**Power grid**

Pins as bars on the die edge. Tap cells in gray.
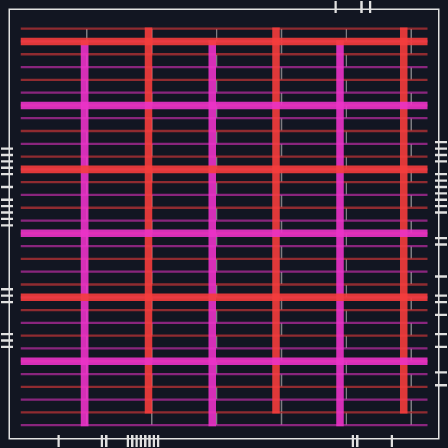
**Placed cells, one color a class**

The bar under the picture is 20 um long.
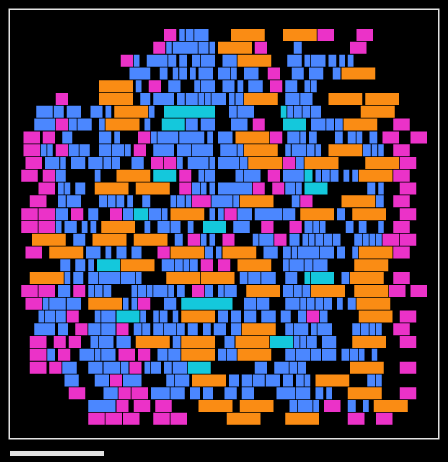
**Sequential cells grouped by signal name**

Other sequential cells in the stronger gray, the rest of the logic in the fainter gray.
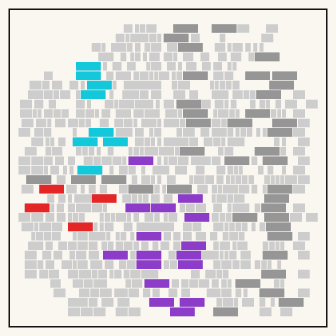
[src/rtl/div_pkg.sv]
// Shared types and constants for the sequential signed divider.
package div_pkg;

    localparam int DW    = 16;
    localparam int VW    = 8;
    localparam int ITER  = DW;
    localparam int CNT_W = $clog2(DW);

    typedef enum logic [1:0] {
        IDLE = 2'd0,
        CALC = 2'd1,
        SIGN = 2'd2
    } state_e;

endpackage

[src/rtl/div_step.sv]
// One combinational restoring-division iteration on unsigned magnitudes.
module div_step #(
    parameter int VW = 8
) (
    input  logic [VW-1:0] rem_i,
    input  logic          bit_i,
    input  logic [VW-1:0] dvs_i,
    output logic [VW-1:0] rem_o,
    output logic          q_o
);

    logic [VW:0]   sh;
    logic [VW+1:0] diff;

    always_comb begin
        sh   = {rem_i, bit_i};
        diff = {1'b0, sh} - {2'b00, dvs_i};
        q_o  = ~diff[VW+1];
        // A kept difference is below |divisor| and a restored value was too,
        // so both fit back into VW bits.
        rem_o = q_o ? VW'(diff) : VW'(sh);
    end

endmodule

[src/rtl/seq_div.sv]
// Sequential signed restoring divider: one quotient bit per clock, start/done handshake.
module seq_div #(
    parameter int DW = div_pkg::DW,
    parameter int VW = div_pkg::VW
) (
    input  logic                 CLK,
    input  logic                 RST_N,
    input  logic                 START,
    input  logic signed [DW-1:0] DIVIDEND,
    input  logic signed [VW-1:0] DIVISOR,
    output logic                 BUSY,
    output logic                 DONE,
    output logic signed [DW-1:0] Q,
    output logic signed [VW-1:0] R,
    output logic                 DIV0,
    output logic                 OVF
);

    import div_pkg::*;

    localparam int CW = $clog2(DW);

    state_e        state_q, state_d;
    logic [CW-1:0] cnt_q, cnt_d;
    logic [DW-1:0] dvd_q, dvd_d;
    logic [VW-1:0] dvs_q, dvs_d;
    logic [VW-1:0] rem_q, rem_d;
    logic          sa_q, sa_d;
    logic          sb_q, sb_d;
    logic [DW-1:0] q_q, q_d;
    logic [VW-1:0] r_q, r_d;
    logic          div0_q, div0_d;
    logic          ovf_q, ovf_d;
    logic          done_q, done_d;

    logic [DW-1:0] abs_dvd;
    logic [VW-1:0] abs_dvs;
    logic [VW-1:0] step_rem;
    logic          step_q;

    // Two's-complement negation of the most negative value yields its
    // magnitude read as unsigned, so DW/VW bits are enough here.
    assign abs_dvd = DIVIDEND[DW-1] ? (~DIVIDEND + DW'(1)) : DIVIDEND;
    assign abs_dvs = DIVISOR[VW-1]  ? (~DIVISOR  + VW'(1)) : DIVISOR;

    div_step #(.VW(VW)) u_step (
        .rem_i (rem_q),
        .bit_i (dvd_q[DW-1]),
        .dvs_i (dvs_q),
        .rem_o (step_rem),
        .q_o   (step_q)
    );

    always_comb begin
        state_d = state_q;
        cnt_d   = cnt_q;
        dvd_d   = dvd_q;
        dvs_d   = dvs_q;
        rem_d   = rem_q;
        sa_d    = sa_q;
        sb_d    = sb_q;
        q_d     = q_q;
        r_d     = r_q;
        div0_d  = div0_q;
        ovf_d   = ovf_q;
        done_d  = 1'b0;

        unique case (state_q)
            IDLE: begin
                if (START) begin
                    sa_d    = DIVIDEND[DW-1];
                    sb_d    = DIVISOR[VW-1];
                    dvd_d   = abs_dvd;
                    dvs_d   = abs_dvs;
                    rem_d   = '0;
                    cnt_d   = '0;
                    q_d     = '0;
                    r_d     = '0;
                    div0_d  = 1'b0;
                    ovf_d   = 1'b0;
                    state_d = (DIVISOR == '0) ? SIGN : CALC;
                end
            end
            CALC: begin
                // Quotient bits shift into the dividend register as its bits are consumed.
                rem_d = step_rem;
                dvd_d = {dvd_q[DW-2:0], step_q};
                cnt_d = cnt_q + CW'(1);
                if (cnt_q == CW'(DW - 1)) begin
                    state_d = SIGN;
                end
            end
            SIGN: begin
                done_d  = 1'b1;
                state_d = IDLE;
                if (dvs_q == '0) begin
                    div0_d = 1'b1;
                end else begin
                    q_d   = (sa_q ^ sb_q) ? (~dvd_q + DW'(1)) : dvd_q;
                    r_d   = sa_q ? (~rem_q + VW'(1)) : rem_q;
                    // A positive quotient with the MSB set can only be -2^(DW-1) / -1.
                    ovf_d = ~(sa_q ^ sb_q) & dvd_q[DW-1];
                end
            end
            default: state_d = IDLE;
        endcase
    end

    always_ff @(posedge CLK) begin
        if (!RST_N) begin
            state_q <= IDLE;
            cnt_q   <= '0;
            dvd_q   <= '0;
            dvs_q   <= '0;
            rem_q   <= '0;
            sa_q    <= 1'b0;
            sb_q    <= 1'b0;
            q_q     <= '0;
            r_q     <= '0;
            div0_q  <= 1'b0;
            ovf_q   <= 1'b0;
            done_q  <= 1'b0;
        end else begin
            state_q <= state_d;
            cnt_q   <= cnt_d;
            dvd_q   <= dvd_d;
            dvs_q   <= dvs_d;
            rem_q   <= rem_d;
            sa_q    <= sa_d;
            sb_q    <= sb_d;
            q_q     <= q_d;
            r_q     <= r_d;
            div0_q  <= div0_d;
            ovf_q   <= ovf_d;
            done_q  <= done_d;
        end
    end

    assign BUSY = (state_q != IDLE);
    assign DONE = done_q;
    assign Q    = q_q;
    assign R    = r_q;
    assign DIV0 = div0_q;
    assign OVF  = ovf_q;

endmodule

[config.mk]
export PLATFORM = sky130hd
export DESIGN_NAME = seq_div
export DESIGN_NICKNAME = d
export VERILOG_FILES = /design/src/rtl/div_pkg.sv /design/src/rtl/div_step.sv /design/src/rtl/seq_div.sv
export SDC_FILE = /design/constraint.sdc
export NUM_CORES = 1
export LEC_CHECK = 0
export CORE_MARGIN = 2
export CORE_UTILIZATION = 49
export CTS_CLUSTER_SIZE = 20
export DETAILED_ROUTE_END_ITERATION = 7
export PLACE_DENSITY_LB_ADDON = 0.3
export SLEW_MARGIN = 20
export SYNTH_ARGS = -nofsm -noshare
export SYNTH_HDL_FRONTEND = slang
export SYNTH_SLANG_ARGS = --single-unit
[constraint.sdc]
create_clock -name CLK -period 2.17 [get_ports CLK]
set_input_delay 0.3255 -clock CLK [delete_from_list [all_inputs] [get_ports CLK]]
set_output_delay 0.3255 -clock CLK [all_outputs]
set_load 0.01 [all_outputs]
==> results.md <==
| Item | Reported | Unit |
|---|---|---|
| Status | completed | - |
| Number of nets produced by synthesis | 504 | - |
| Total of clock buffers placed in the layout | 12 | - |
| Syn avg cell area | 8.01 | um2 |
| Crit-path cells | clkdlybuf4s50_1 > or4_4 > or4_4 > or4_1 > a21oi_1 | - |
| Vias per inst | 5.42 | - |
| Register share after synthesis | 0.362 | - |
| Cell Area, Synth | 3710 | um2 |
| Achievable clock frequency | 0.483 | GHz |
| Fraction of area in registers | 0.271 | - |
| Clock buf/inv share | 0.0442 | - |
| Fraction of cell area in non-clock buffers | 0.190 | - |
| Proportion of power drawn by the clock network | 0.327 | - |
| Cell accounting for the most synthesized area | dfxtp_1 | - |
| Count of hold buffers inserted by post-cts repair | 0 | - |
| Number of filler instances in the final layout | 644 | - |
| Critical path type | primary input to flop | - |
| Via count of the first global-routing pass | 3,234 | - |
| Data arrival time of the worst path | 2.35 | ns |
| Top pwr grp | sequential cells | - |
| Number of buffers inserted by post-CTS setup repair | 0 | - |
| Number of buffer cells added on primary ports | 54 | - |
| Area added between synthesis and finish | 33.4 | % |
| Yosys Warn Count | 0 | - |
| Period utilisation layout | 0.953 | - |
| Actual transition at the worst max-transition pin | 0.830 | ns |
| Crit-path max FO | 3 | - |
| Max_slew headroom | 0.445 | - |
| Multi-input logic area | 2250 | um2 |
| Number of endpoints failing setup at the final stage | 0 | - |
| Final hold violation count | 0 | - |
| Most repeated cell in the gate-level netlist after synthesis | dfxtp_1 | - |
| Kind of start point of the critical path | primary input | - |
| Total clock buffers created by CTS | 9 | - |
| Number of well-tap cells placed | 99 | - |
| R2R setup slack | 0.16 | ns |
| Most frequent logic cell in the layout | dfxtp_1 | - |
| Startpoint of the lowest-slack register-to-register path | dvs_q[4]$_SDFFE_PN0P_ | - |
| Classification of the worst-slack hold path | flop to flop | - |
| Wire length of the first global-routing pass | 15,100 | um |
| Largest cells by area | dfxtp_1, xor2_1, nand2_1 | - |
| Power density relative to cell area | 712 | nW/um2 |
| Data required time of the worst path | 2.45 | ns |
| Most frequent cells in the layout | dfxtp_1, nand2_1, clkdlybuf4s50_1 | - |
| Number of max-slew violations in the final report | 0 | - |
| Antenna diode count | 0 | - |
| Max-capacitance violation count | 0 | - |
| Leak Pwr | 1.95 | nW |
| Boundary Pins | 55 | - |
| Main kind of combinational logic by area | AND-OR/OR-AND gates | - |
| Dominant kind of cell by area | logic gates | - |
| Sum Neg Setup Slack | 0 | ns |
| Clock net power | 1.15 | mW |
| Synthesized instance count | 463 | - |
| Crit end category | flop | - |
| Violation tally from detailed-route iteration zero | 266 | - |
| Largest net degree at the start of global routing | 37 | - |
| Initial core utilization | 0.509 | - |
| Wirelength, routed | 8930 | um |
| Number of gates resized after CTS | 1 | - |
| Logic gate share of total power | 0.285 | - |
| CP max stage cell | or4_4 | - |
| Sinks on Clock Net | 67 | - |
| Share of async-settable or async-resettable flops after synthesis | 0 | - |
| Post-layout worst setup margin | 0.101 | ns |
| Internal power summed over all cells | 2.46 | mW |
| Layout multi-input combinational cell count | 354 | - |
| Maximum buffer depth of the clock tree | 2 | - |
| Sequential Power Share | 0.389 | - |
| Switching power as a share of total power | 0.303 | - |
| Number of cells in the yosys synthesis report | 463 | - |
| Initial antenna violation count | 0 | - |
| YS chip area | 3710 | um2 |
| Total die size | 8280 | um2 |
| Worst flop-to-flop path endpoint | rem_q[2]$_SDFFE_PN0P_ | - |
| Cells on worst reg2reg path | 10 | - |
| Most repeated library cell on the critical path | or4_4 | - |
| Net switching power | 1.07 | mW |
| Synth Register Bits | 67 | - |
| Portion of synthesized cell area occupied by the leading cell type | 0.362 | - |
| Placement Setup Slack | -0.241 | ns |
| Number of signal-net inverters in the final layout | 20 | - |
| Yosys adder share | 0.0492 | - |
| Post-synthesis simple-gate area fraction | 0.200 | - |
| Clock slew at reported path FFs | 0.07 | ns |
| Post-synthesis compound-gate area fraction | 0.220 | - |
| Min Clock Period, post-route | 2.07 | ns |
| Largest clock skew in the final design | 0.0126 | ns |
| Setup crit start | DIVIDEND[10] | - |
| Capture point of the worst path | dvd_q[15]$_SDFFE_PN0P_ | - |
| Root buffer selected by CTS | clkbuf_8 | - |
| Clk_lat worst skew | 0.35 | ns |
| Final HPWL from detailed placement | 6870 | um |
| Most common flop cell mapped by yosys | dfxtp_1 | - |
| Detailed-routing iteration count for the pre-antenna-repair pass | 4 | - |
| Via count of the routed design | 3,594 | - |
| Comb pwr | 1.00 | mW |
| Registers | 67 | - |
| Synth cell types | 49 | - |
| Mux cell area share | 0.0189 | - |
| Sequential-cell power consumption | 1.37 | mW |
| Row count | 31 | - |
| Number of nets in the layout | 600 | - |
| Combinational share of cell area | 0.454 | - |
| Delay of the slowest cell on the worst path | 0.54 | ns |
| Post-synthesis xor/xnor area fraction | 0.106 | - |
| Total global-route track usage | 0.222 | - |
| H-tree depth | 3 | - |
| Number of enable-type register cells in the synthesized netlist | 0 | - |
| Setup repair after global routing missed its margin | false | - |
| Ratio of cells with drive above 1 in the final layout | 0.147 | - |
| Count of antenna-violating nets left after detailed routing | 0 | - |
| Global route overflow | 0 | - |
| Pwr Total | 3.52 | mW |
| Number of warnings the tools reported | 26 | - |
| Sequential cell area | 1340 | um2 |
| Final RePlAce weighted congestion | 0.848 | - |
| DRC errors left | 0 | - |
| Per-cell routed wire length | 13.5 | um |
| Commonest cells in the netlist | dfxtp_1, nand2_1, a21oi_1 | - |
| Number of buffers other than clock buffers in the final layout | 107 | - |
| Core ar. | 7290 | um2 |
| TritonCTS clock tree | yes | - |
About 'power grid':
legend:
  VSS:
    color: magenta
  VDD:
    color: red
tap cells: 99
met5 straps: 6
maximum VDD drop: 0.000333 V
horizontal die dimension: 91.0 um

About 'placed cells, one color a class':
legend:
  other buffers and delay cells:
    color: magenta
    cells: 107
    share_of_their_area: 20%
  all other logic:
    color: blue
    cells: 374
    share_of_their_area: 48%
  flip-flops:
    color: orange
    cells: 67
    share_of_their_area: 28%
  clock drivers and dummy loads:
    color: cyan
    cells: 16
    share_of_their_area: 4.5%

About 'sequential cells grouped by signal name':
legend:
  `cnt_q`:
    color: red
    flops: 4
    where: west
  `dvd_q`:
    color: purple
    flops: 16
    where: south
  `dvs_q`:
    color: cyan
    flops: 8
not colored: 39

[per-layer routing]
layer / vias up / part of all wire / global-route usage
met4: 0 / 0.011 / 0.0682
met2: 81 / 0.46 / 0.350
met3: 9 / 0.044 / 0.0531
li1: 1854 / - / -
met5: - / 0 / 0
met1: 1650 / 0.48 / 0.302
[sequential cells by signal, indices dropped and copies added, names as in the netlist, 2 cells and up]
| register | cells |
|---|---|
| dvs_q | 8 |
| dvd_q | 16 |
| state_q | 2 |
| cnt_q | 4 |
| rem_q | 8 |
| R | 8 |
| Q | 16 |
[worst min-delay path by stage]
| stage | endpoint | from | depth (start not counted) | slack, ns |
|---|---|---|---|---|
| floorplan | dvs_q[7]$_SDFFE_PN0P_ | dvs_q[7]$_SDFFE_PN0P_ | 2 | 0.44 |
| global placement | Q[10]$_SDFFE_PN0P_ | Q[10]$_SDFFE_PN0P_ | 2 | 0.44 |
| detailed placement | Q[14]$_SDFFE_PN0P_ | Q[14]$_SDFFE_PN0P_ | 2 | 0.44 |
| CTS | Q[0]$_SDFFE_PN0P_ | Q[0]$_SDFFE_PN0P_ | 2 | 0.46 |
| global route | R[1]$_SDFFE_PN0P_ | R[1]$_SDFFE_PN0P_ | 2 | 0.47 |
| finish | R[1]$_SDFFE_PN0P_ | R[1]$_SDFFE_PN0P_ | 2 | 0.45 |
[metrics by stage]
stage / instance area, um2 / hold slack [ns] / instances / utilization
final: 4950 / 0.453 / 663 / 0.679
after floorplan: 3710 / 0.439 / 463 / -
after detailed placement: 4690 / 0.444 / 647 / 0.643
after CTS: 4910 / 0.455 / 663 / 0.673
after global routing: 4950 / 0.473 / 663 / 0.679
after global placement: 4690 / 0.436 / 647 / 0.643
[worst max-delay path: cells and delay by family]
family	cells	cell delay (ns)
buf+inv	1	0.42
simple gates	3	1.47
compound gates	1	0.12
Power and IR drop assume default switching activity.
